<file path="src/rtl/shift_ring_pkg.sv">
// -----------------------------------------------------------------------------
// shift_ring_pkg
// Shared definitions for the ring / Johnson counter:
//   MODE_RING / MODE_JOHNSON  - encoding of the run-time mode bit
//   start_pattern(mode)       - state the counter restarts from
//   is_legal(q, width, mode)  - legality check for a state of the given width
// Vectors are carried at MAX_W bits so the helpers stay width-agnostic.
// Callers zero-extend into them and truncate out of them.
// -----------------------------------------------------------------------------
package shift_ring_pkg;

  localparam logic MODE_RING    = 1'b0;
  localparam logic MODE_JOHNSON = 1'b1;
  localparam int   MAX_W        = 32;

  // Ring restarts at a single 1 in bit 0; Johnson restarts at all zeros.
  function automatic logic [MAX_W-1:0] start_pattern(input logic mode);
    return (mode == MODE_JOHNSON) ? '0 : MAX_W'(1);
  endfunction

  // Ring: exactly one bit set.
  // Johnson: at most two bit changes around the circular bit order.
  function automatic logic is_legal(input logic [MAX_W-1:0] q,
                                    input int               width,
                                    input logic             mode);
    int ones;
    int edges;
    int j;
    ones  = 0;
    edges = 0;
    for (int i = 0; i < MAX_W; i++) begin
      if (i < width) begin
        j      = (i + 1 >= width) ? 0 : i + 1;
        ones  += int'(q[i]);
        edges += int'(q[i] ^ q[j]);
      end
    end
    return (mode == MODE_JOHNSON) ? (edges <= 2) : (ones == 1);
  endfunction

endpackage

</file>
<file path="src/rtl/shift_ring_counter_if.sv">
// -----------------------------------------------------------------------------
// shift_ring_counter_if
// Control and status bundle of shift_ring_counter.
//   en, dir, mode, load, load_val : controls, driven by the master
//   q, qbar, idx, wrap, err       : counter status, driven by the slave (counter)
// -----------------------------------------------------------------------------
interface shift_ring_counter_if #(
  parameter int WIDTH = 4
);
  localparam int IDX_W = $clog2(2 * WIDTH);

  logic             en;
  logic             dir;
  logic             mode;
  logic             load;
  logic [WIDTH-1:0] load_val;
  logic [WIDTH-1:0] q;
  logic [WIDTH-1:0] qbar;
  logic [IDX_W-1:0] idx;
  logic             wrap;
  logic             err;

  modport master (
    output en, dir, mode, load, load_val,
    input  q, qbar, idx, wrap, err
  );

  modport slave (
    input  en, dir, mode, load, load_val,
    output q, qbar, idx, wrap, err
  );

endinterface

</file>
<file path="src/rtl/ring_state_decode.sv">
// -----------------------------------------------------------------------------
// ring_state_decode
// Combinational decode of a counter state.
//   q     in  WIDTH  state to decode
//   mode  in  1      MODE_RING / MODE_JOHNSON
//   legal out 1      state is legal for mode
//   idx   out IDX_W  phase index (0 when the state is illegal)
// -----------------------------------------------------------------------------
module ring_state_decode
  import shift_ring_pkg::*;
#(
  parameter  int WIDTH = 4,
  localparam int IDX_W = $clog2(2 * WIDTH)
) (
  input  logic [WIDTH-1:0] q,
  input  logic             mode,
  output logic             legal,
  output logic [IDX_W-1:0] idx
);

  int ones_c;
  int pos_c;

  always_comb begin
    ones_c = 0;
    pos_c  = 0;
    for (int i = 0; i < WIDTH; i++) begin
      ones_c += int'(q[i]);
      if (q[i]) pos_c = i;
    end
  end

  always_comb begin
    legal = is_legal(MAX_W'(q), WIDTH, mode);
    idx   = '0;
    if (legal) begin
      if (mode == MODE_RING)
        idx = IDX_W'(pos_c);
      // Johnson fills with ones for the first WIDTH phases, then drains them.
      else if (q[WIDTH-1])
        idx = IDX_W'(2 * WIDTH - ones_c);
      else
        idx = IDX_W'(ones_c);
    end
  end

endmodule

</file>
<file path="src/rtl/shift_ring_counter.sv">
// -----------------------------------------------------------------------------
// shift_ring_counter
// One-hot ring / Johnson counter with run-time mode and direction, enable,
// parallel load, illegal-state recovery, phase index and wrap pulse.
//   clk  in  1  clock, rising edge
//   rst  in  1  synchronous active-high reset
//   bus  slave modport of shift_ring_counter_if
//        (en, dir, mode, load, load_val in; q, qbar, idx, wrap, err out)
// Per-edge priority: rst > load > mode change > illegal recovery > step > hold.
// -----------------------------------------------------------------------------
module shift_ring_counter
  import shift_ring_pkg::*;
#(
  parameter int WIDTH = 4
) (
  input  logic                clk,
  input  logic                rst,
  shift_ring_counter_if.slave bus
);

  localparam int IDX_W = $clog2(2 * WIDTH);

  logic [WIDTH-1:0] q_q, q_d;
  logic             mode_q, mode_d;
  logic             wrap_q, wrap_d;
  logic             err_q, err_d;

  logic [WIDTH-1:0] step_val;
  logic [WIDTH-1:0] start_cur;
  logic [WIDTH-1:0] start_new;
  logic             q_legal;
  logic             load_legal;
  logic [IDX_W-1:0] idx_c;
  logic [IDX_W-1:0] load_idx_unused;

  ring_state_decode #(.WIDTH(WIDTH)) u_dec_q (
    .q     (q_q),
    .mode  (mode_q),
    .legal (q_legal),
    .idx   (idx_c)
  );

  // Loads are judged against the mode the counter is currently running in.
  ring_state_decode #(.WIDTH(WIDTH)) u_dec_load (
    .q     (bus.load_val),
    .mode  (mode_q),
    .legal (load_legal),
    .idx   (load_idx_unused)
  );

  assign start_cur = WIDTH'(start_pattern(mode_q));
  assign start_new = WIDTH'(start_pattern(bus.mode));

  // Johnson differs from ring only by inverting the bit fed back around.
  always_comb begin
    step_val = q_q;
    if (!bus.dir)
      step_val = {q_q[WIDTH-2:0],
                  (mode_q == MODE_JOHNSON) ? ~q_q[WIDTH-1] : q_q[WIDTH-1]};
    else
      step_val = {(mode_q == MODE_JOHNSON) ? ~q_q[0] : q_q[0],
                  q_q[WIDTH-1:1]};
  end

  always_comb begin
    q_d    = q_q;
    mode_d = mode_q;
    wrap_d = 1'b0;
    err_d  = 1'b0;
    if (bus.load) begin
      if (load_legal) q_d   = bus.load_val;
      else            err_d = 1'b1;
    end else if (bus.mode != mode_q) begin
      q_d    = start_new;
      mode_d = bus.mode;
    end else if (!q_legal) begin
      q_d   = start_cur;
      err_d = 1'b1;
    end else if (bus.en) begin
      q_d    = step_val;
      wrap_d = (step_val == start_cur);
    end
  end

  always_ff @(posedge clk) begin
    if (rst) begin
      q_q    <= start_new;
      mode_q <= bus.mode;
      wrap_q <= 1'b0;
      err_q  <= 1'b0;
    end else begin
      q_q    <= q_d;
      mode_q <= mode_d;
      wrap_q <= wrap_d;
      err_q  <= err_d;
    end
  end

  assign bus.q    = q_q;
  assign bus.qbar = ~q_q;
  assign bus.idx  = idx_c;
  assign bus.wrap = wrap_q;
  assign bus.err  = err_q;

endmodule

</file>
<file path="src/flat_wrapper.sv">
// flat-port wrapper written by rule: the top's interface ports become plain ports
module shift_ring_counter_flat import shift_ring_pkg::*;
#(
  parameter int WIDTH = 4
)
  (clk, rst, bus_en, bus_dir, bus_mode, bus_load, bus_load_val, bus_q, bus_qbar, bus_idx, bus_wrap, bus_err);
  shift_ring_counter_if #(.WIDTH(WIDTH)) bus_i ();
  input  logic clk;
  input  logic rst;
  input wire logic [$bits(bus_i.en)-1:0] bus_en;
  input wire logic [$bits(bus_i.dir)-1:0] bus_dir;
  input wire logic [$bits(bus_i.mode)-1:0] bus_mode;
  input wire logic [$bits(bus_i.load)-1:0] bus_load;
  input wire logic [$bits(bus_i.load_val)-1:0] bus_load_val;
  output wire logic [$bits(bus_i.q)-1:0] bus_q;
  output wire logic [$bits(bus_i.qbar)-1:0] bus_qbar;
  output wire logic [$bits(bus_i.idx)-1:0] bus_idx;
  output wire logic [$bits(bus_i.wrap)-1:0] bus_wrap;
  output wire logic [$bits(bus_i.err)-1:0] bus_err;
  assign bus_i.en = bus_en;
  assign bus_i.dir = bus_dir;
  assign bus_i.mode = bus_mode;
  assign bus_i.load = bus_load;
  assign bus_i.load_val = bus_load_val;
  assign bus_q = bus_i.q;
  assign bus_qbar = bus_i.qbar;
  assign bus_idx = bus_i.idx;
  assign bus_wrap = bus_i.wrap;
  assign bus_err = bus_i.err;
  shift_ring_counter #(.WIDTH(WIDTH)) u_core (.clk(clk), .rst(rst), .bus(bus_i));
endmodule
</file>
<file path="config.mk">
export PLATFORM = sky130hd
export DESIGN_NAME = shift_ring_counter_flat
export DESIGN_NICKNAME = d
export VERILOG_FILES = /design/src/rtl/shift_ring_pkg.sv /design/src/rtl/shift_ring_counter_if.sv /design/src/rtl/ring_state_decode.sv /design/src/rtl/shift_ring_counter.sv /design/src/flat_wrapper.sv
export SDC_FILE = /design/constraint.sdc
export NUM_CORES = 1
export LEC_CHECK = 0
export ABC_AREA = 0
export CAP_MARGIN = 20
export CORE_MARGIN = 5
export CORE_UTILIZATION = 49
export CTS_CLUSTER_SIZE = 25
export DETAILED_ROUTE_END_ITERATION = 16
export GPL_ROUTABILITY_DRIVEN = 0
export PLACE_DENSITY = 0.79
export SETUP_SLACK_MARGIN = 0.2
export SLEW_MARGIN = 15
export SYNTH_ARGS = -nofsm -noshare
export SYNTH_HDL_FRONTEND = slang
export SYNTH_SLANG_ARGS = --single-unit
</file>
<file path="constraint.sdc">
create_clock -name clk -period 3.3 [get_ports clk]
set_input_delay 0.33 -clock clk [delete_from_list [all_inputs] [get_ports clk]]
set_output_delay 0.33 -clock clk [all_outputs]
set_load 0.005 [all_outputs]
</file>
==> flow_summary.yaml, run 1 <==
# synthesis and place-and-route metrics
finish:
  mostFrequentLayoutCells: "clkdlybuf4s50_1 (19), buf_4 (15), inv_1 (14)"
  comb_area_um2: 776
  regArea_um2: 190
  nClkBuffers: 4
  n_all_buffers: 38
timing:
  tightestPinTransition_ps: 552
  maxSlewHeadroom_pct: 63.2
  setup_violations: 0
synthesis:
  async_reset_ff_share_pct: 0
  ys_sh_adder_pct: 27.4
drt:
  drc: 0
  antenna_left: 0
  dr_wl_met3_um: 143
  top_layer: "met4"
global_routing:
  antenna_found_initial: 0
  grt_max_degree: 13
setup_path:
  cp_max_fo: 4
  rr_startpoint: "u_core.bus.q[3]"
  critical_path.max_stage_delay_ps: 550
  path_cells: "inv_2, fa_1, inv_2, ha_4, ha_4, inv_4, ha_4, nor3b_4, or3_4, and2_4, buf_6"
placed_design:
  dp_hpwl_um: 1840
worst_hold_path:
  hp-class: "reg -> reg"
run_status:
  status: "finished, final reports clean"
power:
  p_clk_mw: 0.0860
die:
  nWellTaps: 27
**Run 1: met1 routing**

Drawn at 8 px/um. Supply wires on this layer in gray.
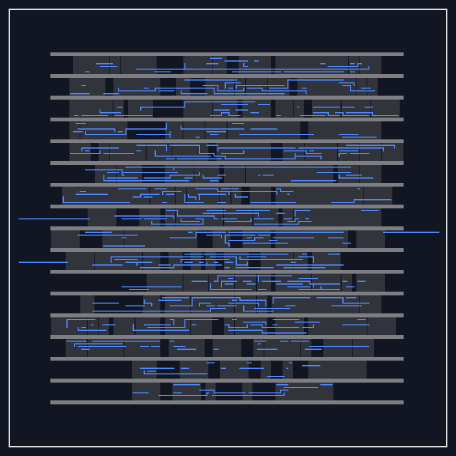
wire length on this layer: 1090 um
main direction: horizontal
nets with wire on the layer: 152
longest straight run: 29.0 um

**Run 1: the metal 2 layer**

Drawn at 8 px/um.
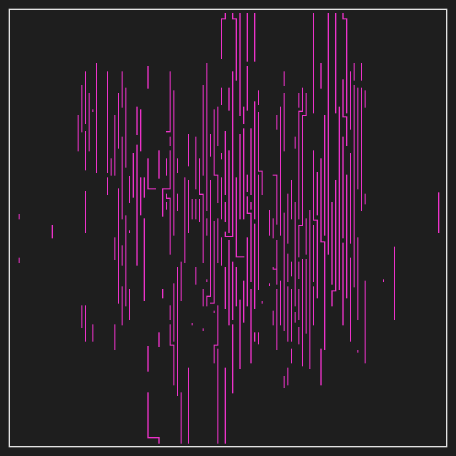
main direction: vertical
longest straight run: 30.1 um
share of all routed wire: 52%
wire length on this layer: 1370 um
vias post-DR: 869
drt total wl: 2650 um
grt met2 use: 31.1%

**Run 1: met3 routing**

Drawn at 10 px/um.
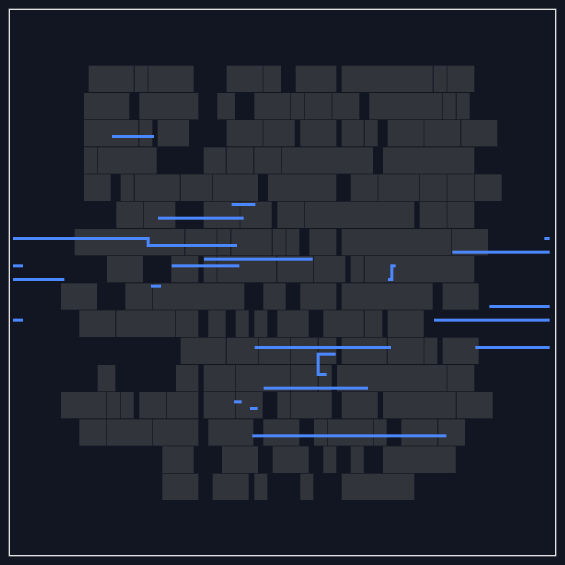
wire length on this layer: 144 um
nets with wire on the layer: 17
longest straight run: 19.1 um
share of all routed wire: 5.4%
main direction: horizontal

**Run 1: routing congestion**

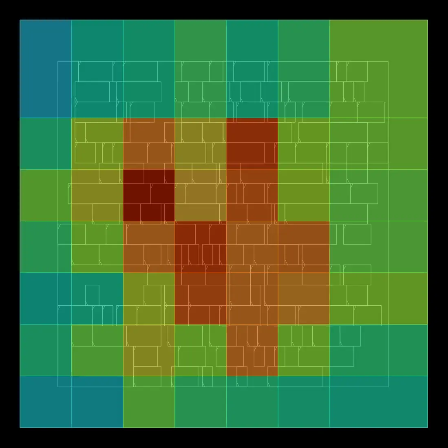
GRT Total Usage: 18.9%
final design utilization: 74.7%
M1 GR Usage: 23.9%
met3 Track Usage GR: 3.54%
busiest grt layer: met2

==> run 1 -> run 2 <==
Settings changed: CORE_UTILIZATION 49 to 53, PLACE_DENSITY 0.79 to 0.84.
Clock period 3.3 ns to 4 ns, I/O delays scaled along.
**Run 2: clock wires, drivers and flops**

Drawn at 4 px/um.
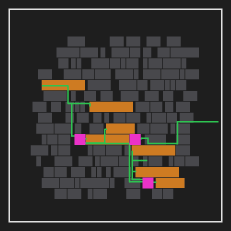
[orange] flip-flops | count: 7
[green] clock wires | length: 111 um
[magenta] clock drivers | count: 3
routed clock nets: 4

**Run 2: met1 routing**

Drawn at 10 px/um. Supply wires on this layer in gray.
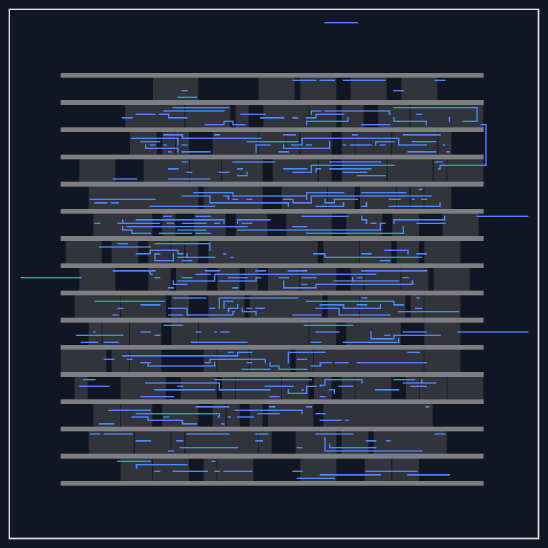
share of all routed wire: 41%
longest straight run: 16.1 um
main direction: horizontal
wire length on this layer: 850 um

==> flow_summary.yaml, run 2 <==
# synthesis and place-and-route metrics
synthesis:
  ys_area_um2: 970
  async_reset_ff_share_pct: 0
  ys_sh_adder_pct: 27.4
drt:
  drc: 0
  num_vias: 840
  antenna_left: 0
  top_layer: "met4"
  dr_wl_met3_um: 150
clocking:
  cts_buffers: 3
  clk_pin_slew_ps: 60
global_routing:
  use_met1_pct: 19.1
  busiest_layer: "met2"
  antenna_found_initial: 0
  met3_usage_pct: 3.70
  grt_max_degree: 13
finish:
  comb_area_um2: 694
  n_all_buffers: 30
  mostFrequentLayoutCells: "clkdlybuf4s50_1 (22), inv_1 (19), ha_1 (18)"
  final_nets: 163
  largestClassByArea: "multi-input combinational cells"
  nClkBuffers: 4
  final_util_pct: 74.9
setup_path:
  setup.worst_path.end_class: "output pin"
  critical_path.max_stage_delay_ps: 540
  cp_max_fo: 6
  path_cells: "inv_1, fa_1, inv_1, ha_1, ha_1, inv_1, ha_1, nor3b_2, or3_4, and2_1, clkdlybuf4s50_1"
  rr_startpoint: "u_core.bus.q[0]"
power:
  p_clk_mw: 0.0652
  p_clk_share_pct: 11.7
worst_hold_path:
  worstHoldPathCells: 2
  hp-class: "reg -> reg"
placed_design:
  portBuffers: 22
  dp_hpwl_um: 1640
timing:
  maxSlewHeadroom_pct: 68.7
run_status:
  status: "finished, final reports clean"
die:
  nWellTaps: 25
No activity file was given, so power comes from the tool's default toggle rates.
